--- config.mk ---
export PLATFORM = sky130hd
export DESIGN_NAME = uart_rx_flat
export DESIGN_NICKNAME = d
export VERILOG_FILES = /design/src/rtl/uart_rx_if.sv /design/src/rtl/uart_rx.sv /design/src/flat_wrapper.sv
export SDC_FILE = /design/constraint.sdc
export NUM_CORES = 1
export LEC_CHECK = 0
export CAP_MARGIN = 20
export CORE_ASPECT_RATIO = 0.8
export CORE_MARGIN = 4
export CORE_UTILIZATION = 52
export DETAILED_ROUTE_END_ITERATION = 6
export GPL_ROUTABILITY_DRIVEN = 0
export PLACE_DENSITY = 0.73
export SLEW_MARGIN = 5
export SYNTH_ARGS = -nofsm -noshare
export SYNTH_HDL_FRONTEND = slang
export SYNTH_SLANG_ARGS = --single-unit
--- constraint.sdc ---
create_clock -name clk -period 2.1 [get_ports clk]
set_input_delay 0.525 -clock clk [delete_from_list [all_inputs] [get_ports clk]]
set_output_delay 0.525 -clock clk [all_outputs]
set_load 0.005 [all_outputs]
--- src/rtl/uart_rx_if.sv ---
// uart_rx_if: serial-side and result-side signals of the UART receiver.
//   rx, tick          : serial input and oversampling pulse (driven by master)
//   dout, rx_done     : received word and its one-cycle valid strobe
//   rx_busy           : frame reception in progress
//   parity_err,
//   frame_err         : status of the last received frame
// modport slave is the receiver; modport master is whoever feeds the line.
interface uart_rx_if #(
   parameter int DATA_WD = 8
);
   logic               rx;
   logic               tick;
   logic [DATA_WD-1:0] dout;
   logic               rx_done;
   logic               rx_busy;
   logic               parity_err;
   logic               frame_err;

   modport master (
      output rx, tick,
      input  dout, rx_done, rx_busy, parity_err, frame_err
   );

   modport slave (
      input  rx, tick,
      output dout, rx_done, rx_busy, parity_err, frame_err
   );
endinterface

--- src/rtl/uart_rx.sv ---
// uart_rx: oversampling UART receiver, framing-compatible with uart_tx.
//   clk        : system clock
//   rst        : asynchronous active-low reset
//   bus        : uart_rx_if.slave (rx/tick in; dout, rx_done, rx_busy,
//                parity_err, frame_err out)
// parity: 1 = parity bit is XOR of data, 2 = inverted XOR, other = none.
module uart_rx #(
   parameter int oversampling_rate = 16,
   parameter int data_wd           = 8,
   parameter int parity            = 0
) (
   input  logic     clk,
   input  logic     rst,
   uart_rx_if.slave bus
);

   localparam int TW     = $clog2(oversampling_rate);
   localparam int BW     = $clog2(data_wd);
   localparam bit PAR_EN = (parity == 1) || (parity == 2);

   localparam logic [TW-1:0] T_HALF   = TW'(oversampling_rate/2 - 1);
   localparam logic [TW-1:0] T_LAST   = TW'(oversampling_rate - 1);
   localparam logic [BW-1:0] BIT_LAST = BW'(data_wd - 1);

   typedef enum logic [2:0] {IDLE, START, DATA, PARITY, STOP} state_t;

   state_t               state, state_n;
   logic                 rx_meta, rx_s;
   logic [TW-1:0]        tick_count, tick_count_n;
   logic [BW-1:0]        bit_index, bit_index_n;
   logic [data_wd-1:0]   shreg, shreg_n;
   logic                 par_mis, par_mis_n;
   logic                 wait_high, wait_high_n;
   logic [data_wd-1:0]   dout_q, dout_n;
   logic                 done_q, done_n;
   logic                 perr_q, perr_n;
   logic                 ferr_q, ferr_n;
   logic                 par_exp;

   // rx is asynchronous; idle-high reset value keeps reset from looking like a start bit
   always_ff @(posedge clk or negedge rst) begin
      if (!rst) begin
         rx_meta <= 1'b1;
         rx_s    <= 1'b1;
      end else begin
         rx_meta <= bus.rx;
         rx_s    <= rx_meta;
      end
   end

   assign par_exp = (parity == 1) ? ^shreg : ~^shreg;

   always_ff @(posedge clk or negedge rst) begin
      if (!rst) begin
         state      <= IDLE;
         tick_count <= '0;
         bit_index  <= '0;
         shreg      <= '0;
         par_mis    <= 1'b0;
         wait_high  <= 1'b0;
         dout_q     <= '0;
         done_q     <= 1'b0;
         perr_q     <= 1'b0;
         ferr_q     <= 1'b0;
      end else begin
         state      <= state_n;
         tick_count <= tick_count_n;
         bit_index  <= bit_index_n;
         shreg      <= shreg_n;
         par_mis    <= par_mis_n;
         wait_high  <= wait_high_n;
         dout_q     <= dout_n;
         done_q     <= done_n;
         perr_q     <= perr_n;
         ferr_q     <= ferr_n;
      end
   end

   always_comb begin
      state_n      = state;
      tick_count_n = tick_count;
      bit_index_n  = bit_index;
      shreg_n      = shreg;
      par_mis_n    = par_mis;
      wait_high_n  = wait_high;
      dout_n       = dout_q;
      done_n       = 1'b0;
      perr_n       = perr_q;
      ferr_n       = ferr_q;
      case (state)
         IDLE: begin
            tick_count_n = '0;
            bit_index_n  = '0;
            par_mis_n    = 1'b0;
            // after a framing error the line must go high before a new start is armed,
            // so a held break yields only one errored frame
            if (rx_s)
               wait_high_n = 1'b0;
            else if (!wait_high)
               state_n = START;
         end
         START: begin
            if (bus.tick) begin
               if (tick_count == T_HALF) begin
                  tick_count_n = '0;
                  state_n      = rx_s ? IDLE : DATA;   // high at mid start bit = glitch
               end else begin
                  tick_count_n = tick_count + 1'b1;
               end
            end
         end
         DATA: begin
            if (bus.tick) begin
               if (tick_count == T_LAST) begin
                  tick_count_n         = '0;
                  shreg_n[bit_index]   = rx_s;
                  if (bit_index == BIT_LAST) begin
                     bit_index_n = '0;
                     state_n     = PAR_EN ? PARITY : STOP;
                  end else begin
                     bit_index_n = bit_index + 1'b1;
                  end
               end else begin
                  tick_count_n = tick_count + 1'b1;
               end
            end
         end
         PARITY: begin
            if (bus.tick) begin
               if (tick_count == T_LAST) begin
                  tick_count_n = '0;
                  par_mis_n    = (rx_s != par_exp);
                  state_n      = STOP;
               end else begin
                  tick_count_n = tick_count + 1'b1;
               end
            end
         end
         STOP: begin
            if (bus.tick) begin
               if (tick_count == T_LAST) begin
                  // back to IDLE at mid stop bit: half a bit of slack before the next start
                  tick_count_n = '0;
                  bit_index_n  = '0;
                  dout_n       = shreg;
                  perr_n       = par_mis;
                  ferr_n       = !rx_s;
                  wait_high_n  = !rx_s;
                  done_n       = 1'b1;
                  state_n      = IDLE;
               end else begin
                  tick_count_n = tick_count + 1'b1;
               end
            end
         end
         default: state_n = IDLE;
      endcase
   end

   assign bus.dout       = dout_q;
   assign bus.rx_done    = done_q;
   assign bus.rx_busy    = (state != IDLE);
   assign bus.parity_err = perr_q;
   assign bus.frame_err  = ferr_q;

endmodule

--- src/flat_wrapper.sv ---
// flat-port wrapper written by rule: the top's interface ports become plain ports
module uart_rx_flat 
#(
   parameter int oversampling_rate = 16,
   parameter int data_wd           = 8,
   parameter int parity            = 0
)
  (clk, rst, bus_rx, bus_tick, bus_dout, bus_rx_done, bus_rx_busy, bus_parity_err, bus_frame_err);
  uart_rx_if #(.DATA_WD((8))) bus_i ();
  input  logic clk;
  input  logic rst;
  input wire logic [$bits(bus_i.rx)-1:0] bus_rx;
  input wire logic [$bits(bus_i.tick)-1:0] bus_tick;
  output wire logic [$bits(bus_i.dout)-1:0] bus_dout;
  output wire logic [$bits(bus_i.rx_done)-1:0] bus_rx_done;
  output wire logic [$bits(bus_i.rx_busy)-1:0] bus_rx_busy;
  output wire logic [$bits(bus_i.parity_err)-1:0] bus_parity_err;
  output wire logic [$bits(bus_i.frame_err)-1:0] bus_frame_err;
  assign bus_i.rx = bus_rx;
  assign bus_i.tick = bus_tick;
  assign bus_dout = bus_i.dout;
  assign bus_rx_done = bus_i.rx_done;
  assign bus_rx_busy = bus_i.rx_busy;
  assign bus_parity_err = bus_i.parity_err;
  assign bus_frame_err = bus_i.frame_err;
  uart_rx #(.oversampling_rate(oversampling_rate), .data_wd(data_wd), .parity(parity)) u_core (.clk(clk), .rst(rst), .bus(bus_i));
endmodule
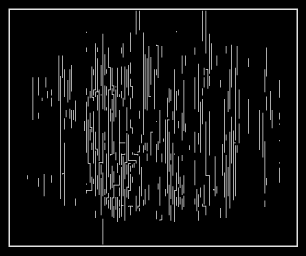
*Signal wires on met2*
(4 px per um)
- wire length on this layer: 1,490 um
- longest straight run: 30.6 um
- main direction: vertical

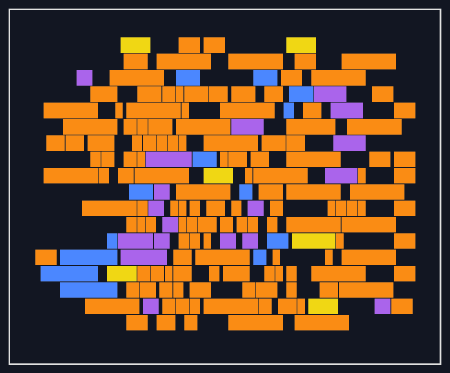
*Cells by drive strength*
(6 px per um)
- yellow: x6 and larger (cells 6; share 3.4%; most used clkbuf_8)
- purple: x3 and x4 (cells 18; share 10%; most used buf_4)
- blue: x2 (cells 13; share 7.5%; most used mux2_2)
- orange: x1 and smaller (cells 137; share 79%; most used dfrtp_1)

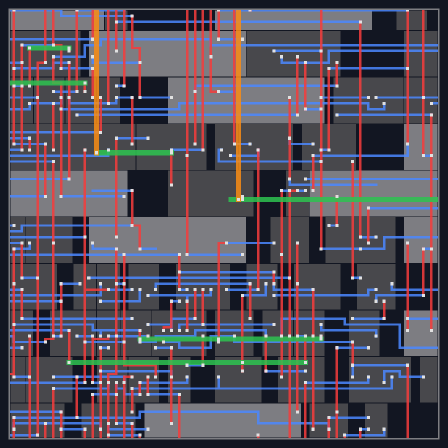
*A small window of the routed layout*
Region (23, 17) to (48, 42) um. Cells in gray, sequential cells in the stronger gray; small squares are vias.
- orange: M4
- red: M2
- blue: M1
- green: M3
- cells with their middle in the window: 51
- most frequent: nand3_1 (7), buf_4 (7), dfrtp_1 (6)
- netlist names of flops here include: u_core.shreg (4)
- sequential cells in the window: 6

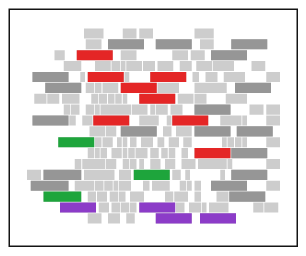
*Where the registers sit*
(4 px per um)
- purple: u_core.tick_count (flops 4; where bottom center)
- green: u_core.state (flops 3)
- red: u_core.shreg (flops 8)
- not colored: 18

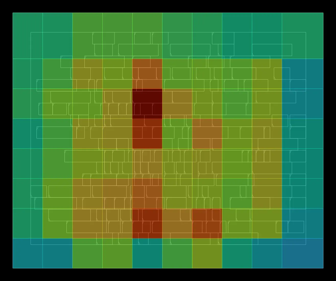
*Track usage over the die*
GRT Util Overall: 17.59%
Most Used Layer, Global Route: met2
met2 Use GR: 25.92%

==> flow_metrics.py <==
# Flow results
metrics = {
    "logic_synthesis": {
        "ys_types": 44,
        "ys_warn_count": 0,
        "netlist_area_um2": 1684,
        "synth_nets": 153,
        "synth_seq_share_pct": 49.18,
        "edf_count": 0,
        "syn_inst": 146,
        "async_flop_share_pct": 100.0,
        "top_area_cell": "dfrtp_1",
        "synth_area_per_cell_um2": 11.54,
        "ys.flop_type": "dfrtp_1",
        "yosys-top-cells-count": "dfrtp_1 (31), nand2_1 (11), nand3_1 (10)",
        "top_cell": "dfrtp_1",
        "synth_flops": 33,
        "ys_cells": 146,
        "topCellsByArea": "dfrtp_1 (46%), mux2_1 (4.7%), mux2_4 (4.5%)",
    },
    "clock_tree": {
        "cts-root-buf": "clkbuf_8",
        "insertion_delay_ps": 290,
        "clockBufferDepth": 2,
        "cts_max_level": 2,
        "numCtsBuffers": 5,
        "ctsHoldBuffers": 0,
        "path_clk_slew_ps": 60,
    },
    "placement": {
        "placed_area_um2": 1919,
        "io_buffers": 15,
        "post-place-cells": 203,
        "post-place-ws_ps": -92.03,
        "dp_hpwl_um": 2311,
    },
    "sta": {
        "tightest_slew_ps": 423.1,
        "finalClockPeriodUsage_pct": 95.53,
        "hold_slack_ps": 358.1,
        "fin_crit_ps": 2006,
        "finClkSkew_ps": 3.795,
        "tns_ps": 0,
        "drv_slew": 0,
        "fmax_mhz": 498.5,
        "rsz0062_at_grt": "no",
        "max_slew_margin_pct": 71.79,
        "setup_viol": 0,
        "final_hold_viol_count": 0,
    },
    "status": {
        "status": "completed",
    },
    "final_layout": {
        "area_growth_pct": 20.28,
        "fill_cells": 250,
        "drive_gt1_share_pct": 21.26,
        "finalNonFillerCells": 214,
        "fin_nets": 180,
        "final_cell_area_um2": 2026,
        "antennaDiodeCount": 0,
        "final_core_util_pct": 65.18,
    },
    "die": {
        "fp_util_pct": 54.19,
        "core_area_um2": 3108,
        "dieWidth_um": 71.63,
        "chipArea_um2": 4219,
        "rows": 18,
        "io_pins": 16,
    },
    "pwr": {
        "power.leakage_nw": 0.9548,
        "power_density_nw_per_um2": 835.6,
        "ir_drop_v": 0.0006983,
    },
    "setup_path": {
        "critPathLaunchType": "register",
        "end_kind": "output port",
        "path_max_fanout": 5,
        "path_cells": "inv_1 -> nand2_1 -> clkdlybuf4s50_1",
        "crit_buf_inv": 2,
        "slowest_stage": "clkdlybuf4s50_1",
        "crit_arrival_ps": 1480,
        "critical-path-top-delay-family": "buffers and inverters",
        "critPathKind": "reg2out",
        "reg2regPathDepth": 5,
        "critical_path_required_ps": 1570,
        "slowest_delay_ps": 510,
    },
    "drt": {
        "ant_nets": 0,
        "firstDrtPassIters": 4,
        "initialDrtViolationCount": 65,
        "viasPerCell": 5.710,
        "wirelength_um": 3306,
        "vias": 1222,
        "drc_errors": 0,
        "wl_per_cell_um": 15.45,
    },
    "hold_path": {
        "hp-class": "reg2reg",
        "whs_path_depth": 0,
    },
    "global_route": {
        "overflow": 0,
        "grt_pass1_wl_um": 5499,
        "grt_max_degree": 34,
        "antenna_found_initial": 0,
        "grt_pass1_vias": 1162,
    },
    "job": {
        "warnings": 26,
        "drv_cap": 0,
    },
}
[cell usage in the layout (no fill, tap or decap), types with 3 or more instances in the layout]
cell	n
mux2_4	5
a31oi_1	3
buf_4	10
a41oi_1	3
mux2_1	7
nand2_1	11
xnor2_1	6
clkdlybuf4s50_1	15
nor2b_1	4
dfrtp_1	30
a21oi_1	6
inv_1	5
ha_1	3
mux2_2	4
clkbuf_8	5
o21ai_0	8
nor2_1	4
nand3_1	10
[where the power goes]
group | switching (mW) | internal, mW | total [mW]
sequential | 0.0888 | 0.695 | 0.784
combinational | 0.246 | 0.203 | 0.449
clock | 0.231 | 0.229 | 0.460
[state kept, by name, indices dropped and copies added, names as in the netlist]
| signal | cells |
|---|---|
| u_core.shreg | 8 |
| u_core.bus.frame_err | 1 |
| u_core.bus.parity_err | 1 |
| u_core.bus.rx_done | 1 |
| u_core.bit_index | 3 |
| u_core.tick_count | 4 |
| u_core.par_mis | 1 |
| u_core.state | 3 |
| u_core.wait_high | 1 |
| u_core.bus.dout | 8 |
| u_core.rx_meta | 1 |
| u_core.rx_s | 1 |
[cell families (layout without fill, tap and decap cells)]
group	count (synthesis)	in the layout	share of synthesized area [%]
muxes	16	16	11.81
buffers and inverters	11	39	3.343
xor gates and xnor gates	7	7	4.458
adders and majority gates	6	6	4.086
AOI/OAI and AO/OA	27	27	10.03
DFF	33	33	49.18
and+or+nand+nor	46	46	17.09
[layout make-up]
cell class / count / area [um2] / share of cell area (%)
repair buffers: 26 / 245.2 / 12.11
multi-input cells: 102 / 799.5 / 39.47
well taps: 40 / 50.05 / 2.471
inverters: 5 / 18.77 / 0.9265
flip-flops and latches: 33 / 829.5 / 40.95
clock inverters: 2 / 10.01 / 0.4941
clock buffers: 6 / 72.57 / 3.582
[per-layer routing]
layer,GRT usage (%),wire [um],vias up
met5,0,0,-
met4,7.775,39,0
met3,6.826,194,4
met2,25.92,1490,32
met1,23.11,1581,602
li1,-,-,584
[final timing paths]
| kind | start | endpoint | slack, ps |
|---|---|---|---|
| min in group asynchronous | rst | u_core.tick_count[2] | 640 |
| min | u_core.rx_meta | u_core.rx_s | 360 |
| min reg2reg | u_core.rx_meta | u_core.rx_s | 360 |
| max | u_core.state[2] | bus_rx_busy | 90 |
| max reg2reg | u_core.tick_count[0] | u_core.shreg[6] | 260 |
| max in group asynchronous | rst | u_core.rx_s | 1120 |
[timing repair]
item	CTS	global route
setup buffers	0	3
resized	0	1
setup endpoints to repair	0	1
No activity file was given, so power comes from the tool's default toggle rates.
